### src/rtl/divider_32_bit_if.sv
// -----------------------------------------------------------------------------
// divider_32_bit_if
//
// Request/response bundle between the ALU control sequencer and the
// sequential 32-bit unsigned divider.
//
// Signals:
//   start        sequencer -> divider  request pulse, sampled only when idle
//   dividend     sequencer -> divider  unsigned dividend, sampled with start
//   divisor      sequencer -> divider  unsigned divisor, sampled with start
//   busy         divider -> sequencer  high while a request is in flight
//   done         divider -> sequencer  one-cycle pulse, results valid
//   quotient     divider -> sequencer  unsigned quotient
//   remainder    divider -> sequencer  unsigned remainder
//   div_by_zero  divider -> sequencer  last accepted request had divisor 0
//
// Modports:
//   master  the sequencer side (drives the request)
//   slave   the divider side (drives the results)
// -----------------------------------------------------------------------------
interface divider_32_bit_if;

    logic        start;
    logic [31:0] dividend;
    logic [31:0] divisor;
    logic        busy;
    logic        done;
    logic [31:0] quotient;
    logic [31:0] remainder;
    logic        div_by_zero;

    modport master (
        output start,
        output dividend,
        output divisor,
        input  busy,
        input  done,
        input  quotient,
        input  remainder,
        input  div_by_zero
    );

    modport slave (
        input  start,
        input  dividend,
        input  divisor,
        output busy,
        output done,
        output quotient,
        output remainder,
        output div_by_zero
    );

endinterface : divider_32_bit_if

### src/rtl/divider_32_bit.sv
// -----------------------------------------------------------------------------
// divider_32_bit
//
// Sequential unsigned 32-bit restoring divider. A request is accepted on
// start while idle; one quotient bit is produced per clock using a 33-bit
// trial subtraction, so a non-zero divisor takes 32 iterations. A zero
// divisor skips the iterations and reports quotient = all ones,
// remainder = dividend and div_by_zero = 1.
//
// Ports:
//   clk    rising-edge clock
//   rst_n  asynchronous active-low reset
//   bus    divider_32_bit_if.slave
//            start/dividend/divisor in, busy/done/quotient/remainder/
//            div_by_zero out (all outputs registered)
//
// Timing (non-zero divisor): start sampled at edge E0, busy from E0,
// done high during the cycle after E32, busy falls at E33.
// Zero divisor: done high during the cycle after E0, busy falls at E1.
// -----------------------------------------------------------------------------
module divider_32_bit (
    input  logic                  clk,
    input  logic                  rst_n,
    divider_32_bit_if.slave       bus
);

    typedef enum logic [1:0] {
        IDLE = 2'd0,
        RUN  = 2'd1,
        DONE = 2'd2
    } state_t;

    // Partial remainder and shifted quotient produced by one iteration.
    typedef struct packed {
        logic [31:0] r;
        logic [31:0] q;
    } step_t;

    // One restoring iteration. The partial remainder is always below the
    // divisor, so S < 2*D and the 33-bit difference is either a value that
    // fits in 32 bits (bit 32 clear) or a wrapped negative (bit 32 set);
    // bit 32 therefore acts as the borrow flag.
    function automatic step_t restoring_step(
        input logic [31:0] r_in,
        input logic [31:0] q_in,
        input logic [31:0] d_in
    );
        step_t       res;
        logic [32:0] s;
        logic [32:0] t;
        s = {r_in, q_in[31]};
        t = s - {1'b0, d_in};
        if (t[32] == 1'b0) begin
            res.r = t[31:0];
            res.q = {q_in[30:0], 1'b1};
        end else begin
            res.r = s[31:0];
            res.q = {q_in[30:0], 1'b0};
        end
        return res;
    endfunction

    state_t      state_r;
    logic [31:0] d_r;
    logic [31:0] q_r;
    logic [31:0] r_r;
    logic [4:0]  count_r;
    logic        busy_r;
    logic        done_r;
    logic [31:0] quotient_r;
    logic [31:0] remainder_r;
    logic        div_by_zero_r;
    step_t       step_s;

    // Next partial remainder/quotient from the current working registers.
    always_comb begin
        step_s = '0;
        step_s = restoring_step(r_r, q_r, d_r);
    end

    // Control FSM, datapath registers and registered outputs.
    always_ff @(posedge clk or negedge rst_n) begin
        if (!rst_n) begin
            state_r       <= IDLE;
            d_r           <= 32'd0;
            q_r           <= 32'd0;
            r_r           <= 32'd0;
            count_r       <= 5'd0;
            busy_r        <= 1'b0;
            done_r        <= 1'b0;
            quotient_r    <= 32'd0;
            remainder_r   <= 32'd0;
            div_by_zero_r <= 1'b0;
        end else begin
            case (state_r)
                IDLE: begin
                    done_r <= 1'b0;
                    if (bus.start == 1'b1) begin
                        busy_r <= 1'b1;
                        if (bus.divisor != 32'd0) begin
                            d_r           <= bus.divisor;
                            q_r           <= bus.dividend;
                            r_r           <= 32'd0;
                            count_r       <= 5'd0;
                            div_by_zero_r <= 1'b0;
                            state_r       <= RUN;
                        end else begin
                            // Zero divisor: publish the fixed result now and
                            // go straight to the single DONE cycle.
                            quotient_r    <= 32'hFFFF_FFFF;
                            remainder_r   <= bus.dividend;
                            div_by_zero_r <= 1'b1;
                            done_r        <= 1'b1;
                            state_r       <= DONE;
                        end
                    end else begin
                        busy_r  <= 1'b0;
                        state_r <= IDLE;
                    end
                end

                RUN: begin
                    q_r     <= step_s.q;
                    r_r     <= step_s.r;
                    count_r <= count_r + 5'd1;
                    if (count_r == 5'd31) begin
                        // Last of 32 iterations: results go straight to the
                        // outputs so they are valid with the done pulse.
                        quotient_r  <= step_s.q;
                        remainder_r <= step_s.r;
                        done_r      <= 1'b1;
                        state_r     <= DONE;
                    end else begin
                        state_r <= RUN;
                    end
                end

                DONE: begin
                    // start is deliberately not looked at here; the earliest
                    // follow-on request is taken in the next IDLE cycle.
                    done_r  <= 1'b0;
                    busy_r  <= 1'b0;
                    state_r <= IDLE;
                end

                default: begin
                    done_r  <= 1'b0;
                    busy_r  <= 1'b0;
                    state_r <= IDLE;
                end
            endcase
        end
    end

    assign bus.busy        = busy_r;
    assign bus.done        = done_r;
    assign bus.quotient    = quotient_r;
    assign bus.remainder   = remainder_r;
    assign bus.div_by_zero = div_by_zero_r;

endmodule : divider_32_bit

### src/flat_wrapper.sv
// flat-port wrapper written by rule: the top's interface ports become plain ports
module divider_32_bit_flat 
  (clk, rst_n, bus_start, bus_dividend, bus_divisor, bus_busy, bus_done, bus_quotient, bus_remainder, bus_div_by_zero);
  divider_32_bit_if bus_i ();
  input  logic clk;
  input  logic rst_n;
  input wire logic [$bits(bus_i.start)-1:0] bus_start;
  input wire logic [$bits(bus_i.dividend)-1:0] bus_dividend;
  input wire logic [$bits(bus_i.divisor)-1:0] bus_divisor;
  output wire logic [$bits(bus_i.busy)-1:0] bus_busy;
  output wire logic [$bits(bus_i.done)-1:0] bus_done;
  output wire logic [$bits(bus_i.quotient)-1:0] bus_quotient;
  output wire logic [$bits(bus_i.remainder)-1:0] bus_remainder;
  output wire logic [$bits(bus_i.div_by_zero)-1:0] bus_div_by_zero;
  assign bus_i.start = bus_start;
  assign bus_i.dividend = bus_dividend;
  assign bus_i.divisor = bus_divisor;
  assign bus_busy = bus_i.busy;
  assign bus_done = bus_i.done;
  assign bus_quotient = bus_i.quotient;
  assign bus_remainder = bus_i.remainder;
  assign bus_div_by_zero = bus_i.div_by_zero;
  divider_32_bit u_core (.clk(clk), .rst_n(rst_n), .bus(bus_i));
endmodule
### config.mk
export PLATFORM = sky130hd
export DESIGN_NAME = divider_32_bit_flat
export DESIGN_NICKNAME = d
export VERILOG_FILES = /design/src/rtl/divider_32_bit_if.sv /design/src/rtl/divider_32_bit.sv /design/src/flat_wrapper.sv
export SDC_FILE = /design/constraint.sdc
export NUM_CORES = 1
export LEC_CHECK = 0
export CAP_MARGIN = 30
export CORE_MARGIN = 5
export CORE_UTILIZATION = 55
export CTS_BUF_LIST = sky130_fd_sc_hd__clkbuf_8
export CTS_CLUSTER_DIAMETER = 200
export CTS_CLUSTER_SIZE = 24
export DETAILED_ROUTE_END_ITERATION = 8
export PLACE_DENSITY_LB_ADDON = 0.1
export REMOVE_ABC_BUFFERS = 1
export SETUP_SLACK_MARGIN = 0.2
export SLEW_MARGIN = 20
export SYNTH_ARGS = -nofsm -noshare
export SYNTH_HDL_FRONTEND = slang
export SYNTH_SLANG_ARGS = --single-unit
### constraint.sdc
create_clock -name clk -period 5.15 [get_ports clk]
set_input_delay 1.03 -clock clk [delete_from_list [all_inputs] [get_ports clk]]
set_output_delay 1.03 -clock clk [all_outputs]
set_load 0.01 [all_outputs]
==> flow_summary.ini, run 1 <==
; generated from flow reports
[run_status]
status = finished, final reports clean

[timing]
finalSetupViolCount = 0
clock_skew_ps = 11.4
fmax_mhz = 258
period_minus_slack_ps = 3870
rsz0062_at_grt = false
period_used_share = 0.752

[critical_path]
crit_start = u_core.q_r[31]$_DFFE_PN0P_
cp-end-kind = flip-flop
startpoint_type = flip-flop

[logic_synthesis]
syn_area_per_cell_um2 = 8.57
mux_share = 0.0115
ys_sh_adder = 0.0489
edf_count = 0
synth_flops = 170
synth_area_leader_cell = dfrtp_1
synth_cell_type_count = 61

[final_layout]
area_growth_pct = 21.1
antenna_cells = 0
finalNonFillerCells = 1395

[floorplan]
fp.dieW_um = 139
chipArea_um2 = 19200
die_y_um = 139

[place]
port-buffer-count = 133
dp_cells = 1361
globalplace.congestion = 0.937

[cts]
clkTransAtPathRegs_ps = 90
clk_path_buf_depth = 2
cts.sinks = 170
root_buffer = clkbuf_8
cts_tree = done
cts_hold_buffers = 0
numCtsBuffers = 17
cts_setup_buffers = 0
cts_resized = 0

[grt]
grt_pass1_wl_mm = 40.0
grt-ovfl-total = 0

[hold_path]
hp-class = in2async

[power]
power.density_nw_per_um2 = 786

[routing]
wl_mm = 24.1

[flow_run]
drv_cap = 0
[run 1: synthesized netlist by cell type, drive strengths merged (9+ instances only)]
library cell,count
inv,45
nor3,13
nand4,12
clkbuf,48
a31oi,53
dfrtp,170
xnor2,17
a21oi,81
xor2,12
ha,34
nor2,143
nand3,37
buf,20
a21o,9
nand2,175
o21ai,73
and3,11
[run 1: worst max-delay path: stages (launching register included)]
cell,delay [ps]
dfrtp_1,410
inv_1,60
ha_1,160
inv_1,60
fa_1,420
a211oi_1,310
o211ai_1,210
nand3_1,170
a21oi_1,110
or4_4,610
and2_1,530
buf_4,330
a31oi_1,250
a31oi_1,120
[run 1: where the power goes]
| part | switching (mW) | internal (mW) |
|---|---|---|
| Combinational | 3.14 | 2.19 |
| Clock | 0.532 | 0.452 |
| Sequential | 0.395 | 1.95 |
| Total | 4.07 | 4.59 |
[run 1: cell type report]
class / count / area, µm² / share of cell area
clock buffers: 18 / 248 / 0.0225
clock inverters: 14 / 159 / 0.0144
inverters: 45 / 169 / 0.0153
multi-input cells: 780 / 4420 / 0.401
flip-flops and latches: 170 / 4250 / 0.386
well taps: 220 / 275 / 0.0250
repair buffers: 148 / 1500 / 0.136
[run 1: metal layers]
metal	routed length, µm	vias up	track usage
li1	-	3910	-
met4	367	0	0.0628
met5	0	-	0
met2	10800	267	0.387
met1	11400	3889	0.373
met3	1540	31	0.0517
[run 1: state kept, by name, summed over array words and instances (netlist names)]
register	cells
u_core.bus.remainder	32
u_core.q_r	32
u_core.bus.div_by_zero	1
u_core.state_r	2
u_core.bus.quotient	32
u_core.count_r	5
u_core.r_r	32
u_core.d_r	32
u_core.bus.done	1
u_core.bus.busy	1
[run 1: logic make-up after synthesis]
family,count (synthesis)
simple gates,420
compound gates,286
flops,170
buf+inv,113
fa+ha+maj,35
xor+xnor,29
mux,10
[run 1: final timing paths]
check	depth (start not counted)	slack, ps	end
min in group clk	1	490	u_core.bus.done$_DFFE_PN0P_
max in group asynchronous	3	3530	u_core.d_r[26]$_DFFE_PN0P_
max	13	1280	u_core.bus.remainder[4]$_DFFE_PN0P_
min reg2reg	1	490	u_core.bus.done$_DFFE_PN0P_
min	1	480	u_core.bus.quotient[9]$_DFFE_PN0P_
max reg2reg	13	1280	u_core.bus.remainder[4]$_DFFE_PN0P_
[run 1: per-stage QoR]
step	power (mW)	setup WS (ps)	setup TNS [ps]	cell area, µm²	hold WS [ps]
after floorplan	6.02	-2110	-104180	8810	450
after global placement	7.53	1240	0	10600	462
after detailed placement	7.61	1220	0	10600	471
after CTS	8.61	1320	0	11000	495
after global routing	9.40	993	0	11000	486
final	8.66	1280	0	11000	476
**Run 1: routing congestion map**

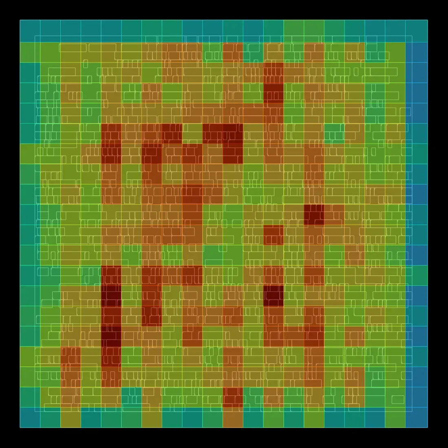
met3 GRT Util: 0.0517
met1 usage: 0.373
final core utilization: 0.672
GRT Total Usage: 0.253
met2 usage: 0.387

**Run 1: metal 3**

Drawn at 2 px/µm.
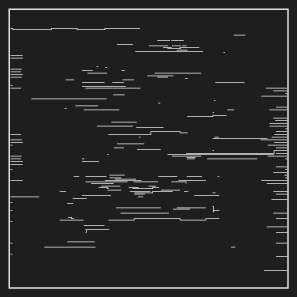
main direction: horizontal
nets with wire on the layer: 130

**Run 1: met2 routing**

Drawn at 2 px/µm. Cells faint in the background.
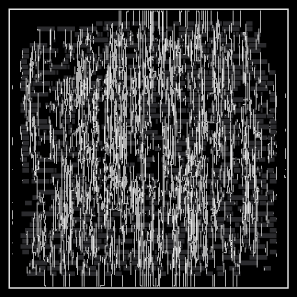
share of all routed wire: 45%
main direction: vertical
nets with wire on the layer: 1042
wire length on this layer: 10800 µm
longest straight run: 43.9 µm

**Run 1: cells by drive strength**

Drawn at 3 px/µm.
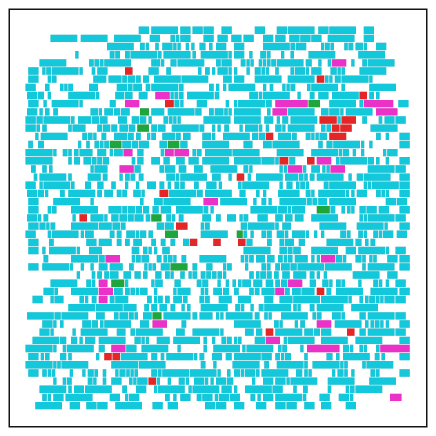
[red] _3 and _4 cells | cells: 25 | most used: buf_4
[magenta] _6 and larger | cells: 29 | most used: clkbuf_8
[cyan] _0 and _1 cells | cells: 1109 | most used: nand2_1
[green] _2 cells | cells: 12 | most used: mux2_2

## Run 2: what changed since run 1
Settings changed: CORE_UTILIZATION 55 to 51.
Clock period 5.15 ns to 3.5 ns, I/O delays scaled along.
**Run 2: cells by drive strength**

Drawn at 3 px/µm.
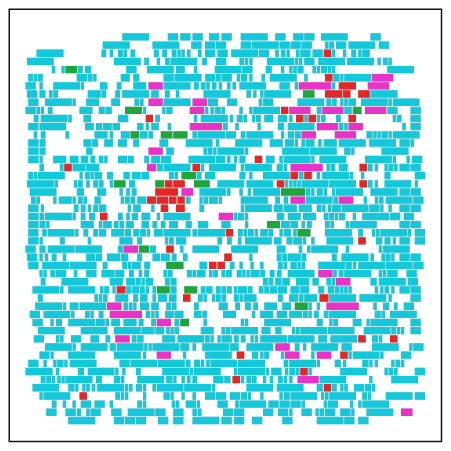
[green] _2 cells | cells: 20
[cyan] _0 and _1 cells | cells: 1102 | most used: nand2_1
[magenta] _6 and larger | cells: 36 | most used: clkbuf_8
[red] _3 and _4 cells | cells: 46 | most used: buf_4
Non-CTS buffers: 177
final setup margin: 288 ps
Layout area overhead: 25.4%
post-route cell area: 11400 µm²

==> run 2 against run 1 <==
  * Critical path depth unchanged
  * Non-clock buffer count grew 29
  * Cell area rose by 3.6%
  * Largest power group unchanged
  * Core utilization fell by 1.6 points
  * Clock power rose by 67%
  * Critical path type unchanged
  * Wire length increased by 4.9%
  * Synthesized cell count is the same
  * Worst setup slack worse by 990 ps
  * Fmax rose by 21%
  * Total power up 56%
==> flow_summary.ini, run 2 <==
; generated from flow reports
[cts]
clkTransAtPathRegs_ps = 90
numCtsBuffers = 17
clk_path_buf_depth = 2
cts_tree = done
root_buffer = clkbuf_8
cts.sinks = 170

[critical_path]
cp-end-kind = flip-flop
slowest_delay_ps = 460
cp_top_family = AND-OR/OR-AND gates
cp.arrival_ps = 3550
crit_buf_inv = 3
worstSetupPathType = reg2reg
startpoint_type = flip-flop
cp_slowest_cell = or4_4
crit_chain = inv_1, ha_1, inv_1, fa_2, a211oi_2, o211ai_1, nand3_1, a21oi_2, or4_4, buf_4, and4_1, a31oi_1, a31oi_1
crit_path_max_fanout = 12

[logic_synthesis]
common_cells = 174 x nand2_1, 170 x dfrtp_1, 143 x nor2_1
ff_type = dfrtp_1
synth_area_leader_cell = dfrtp_1
top_cell = nand2_1
ys_seq_frac = 0.467
ys_cells = 1063
synth_flops = 170
synth_chip_area_um2 = 9100
syn_area_per_cell_um2 = 8.57
syn_area_um2 = 9100
yosys_warnings = 0
top_cells_by_area = dfrtp_1 47%, nand2_1 7.2%, nor2_1 5.9%
synth_top_area_share = 0.467
synthArstFlopShare = 1.00
edf_count = 0
synth_cell_type_count = 61

[run_status]
status = finished, final reports clean

[power]
seq_power_share = 0.256
comb_power_share = 0.622
power_mw = 13.5
netSwitchingPower_mw = 6.18
p_clk_frac = 0.122
leakage_nw = 4.95
p_int_mw = 7.34
power.density_nw_per_um2 = 1180
p_sw_frac = 0.457
vdd_ir_drop_max_uv = 604

[grt]
grt_pass1_vias = 7778
grt_max_degree = 74
grt-ovfl-total = 0
grt_pass1_wl_mm = 40.7
antenna_found_initial = 0
track_usage = 0.249

[routing]
first_iter_violations = 583
drc = 0
viasPerCell = 5.69
detail_route.wl_per_cell_um = 17.7
met3_length_mm = 1.25
drt-met1-wl_mm = 11.8
dr.max_layer_used = met4
met2_length_mm = 11.8

[floorplan]
coreArea_um2 = 17400
pin_count = 134
chipArea_um2 = 20600
fp.dieW_um = 144
fp_util = 0.523
die_y_um = 144
fp-row-count = 48

[hold_path]
hp-class = in2async

[place]
dp_slack_ps = 131
port-buffer-count = 133
hpwl_mm = 18.2
globalplace.congestion = 0.894

[final_layout]
fin_nets = 1293
lay_top_count = nand2_1
drive_gt1_frac = 0.0847
antenna_cells = 0

[timing]
clock_skew_ps = 13.0
period_minus_slack_ps = 3210
holdWs_ps = 200
setup_tns_ps = 0
fmax_mhz = 311
rsz0062_at_grt = true
period_used_share = 0.918
finalSetupViolCount = 0
worst_pin_slew_ps = 989
relSlewSlack = 0.335

[flow_run]
drv_cap = 0
tool_warnings = 26
**Run 2: metal 3**

Drawn at 2 px/µm.
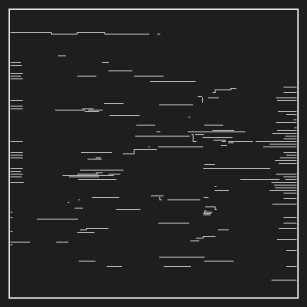
main direction: horizontal
wire length on this layer: 1250 µm
via count: 8126
total wire length: 25.3 mm

[run 2: cell counts after synthesis]
Identical to the previous run, type by type.
[run 2: cells by family (layout without fill, tap and decap cells)]
| family | after synthesis | count (layout) | share of synthesized area |
|---|---|---|---|
| AOI/OAI and AO/OA | 286 | 286 | 0.196 |
| muxes | 10 | 10 | 0.0115 |
| buffers and inverters | 113 | 254 | 0.0513 |
| adders and majority gates | 35 | 35 | 0.0489 |
| and+or+nand+nor | 420 | 420 | 0.197 |
| DFF | 170 | 170 | 0.467 |
| xor gates and xnor gates | 29 | 29 | 0.0279 |
[run 2: what timing repair did]
| action | 4_1_cts | 5_1_grt |
|---|---|---|
| gates cloned | 0 | 0 |
| pin swaps | 0 | 5 |
| gates resized | 8 | 6 |
| endpoints found under the setup margin | 29 | 55 |
| endpoints found under the hold margin | 0 | 0 |
| setup buffers | 0 | 4 |
| hold buffers | 0 | 0 |
[run 2: layer usage]
layer,vias up,GRT usage
met5,-,0
met1,3921,0.356
met4,0,0.0624
li1,3972,-
met2,207,0.402
met3,26,0.0376
[run 2: power groups by stage]
| stage | sequential [mW] | combinational, mW | clock [mW] |
|---|---|---|---|
| 2_1_floorplan | 3.44 | 5.42 | 0 |
| 5_1_grt | 3.56 | 9.26 | 1.74 |
| 3_5_place_dp | 3.48 | 8.09 | 0 |
| 3_3_place_gp | 3.47 | 7.98 | 0 |
| 6_report | 3.47 | 8.41 | 1.64 |
| 4_1_cts | 3.45 | 8.25 | 1.66 |
[run 2: worst paths after layout]
check                                             from                             endpoint  slack, ps  cells after the start
setup / recovery            u_core.q_r[31]$_DFFE_PN0P_  u_core.bus.remainder[5]$_DFFE_PN0P_        290                     13
hold / removal                                   rst_n   u_core.bus.quotient[8]$_DFFE_PN0P_        200                      1
setup reg to reg            u_core.q_r[31]$_DFFE_PN0P_  u_core.bus.remainder[5]$_DFFE_PN0P_        290                     13
hold reg to reg            u_core.bus.done$_DFFE_PN0P_          u_core.bus.done$_DFFE_PN0P_        480                      1
max in group asynchronous                        rst_n            u_core.d_r[2]$_DFFE_PN0P_       2500                      2
min in group clk           u_core.bus.done$_DFFE_PN0P_          u_core.bus.done$_DFFE_PN0P_        480                      1
[run 2: layout make-up]
class	instances	area, µm²	area share
clock buffers	20	275	0.0241
clock inverters	12	195	0.0171
inverters	45	169	0.0148
multi-input cells	780	4480	0.392
flip-flops and latches	170	4250	0.373
well taps	225	282	0.0247
repair buffers	177	1770	0.155
[run 2: per-stage QoR]
step / instances / util / instance area, µm²
2_1_floorplan: 995 / - / 8810
3_3_place_gp: 1393 / 0.623 / 10900
3_5_place_dp: 1393 / 0.623 / 10900
4_1_cts: 1425 / 0.653 / 11400
5_1_grt: 1429 / 0.656 / 11400
6_report: 1429 / 0.656 / 11400
Power figures rest on the tool's default switching activity, not on a simulated workload.
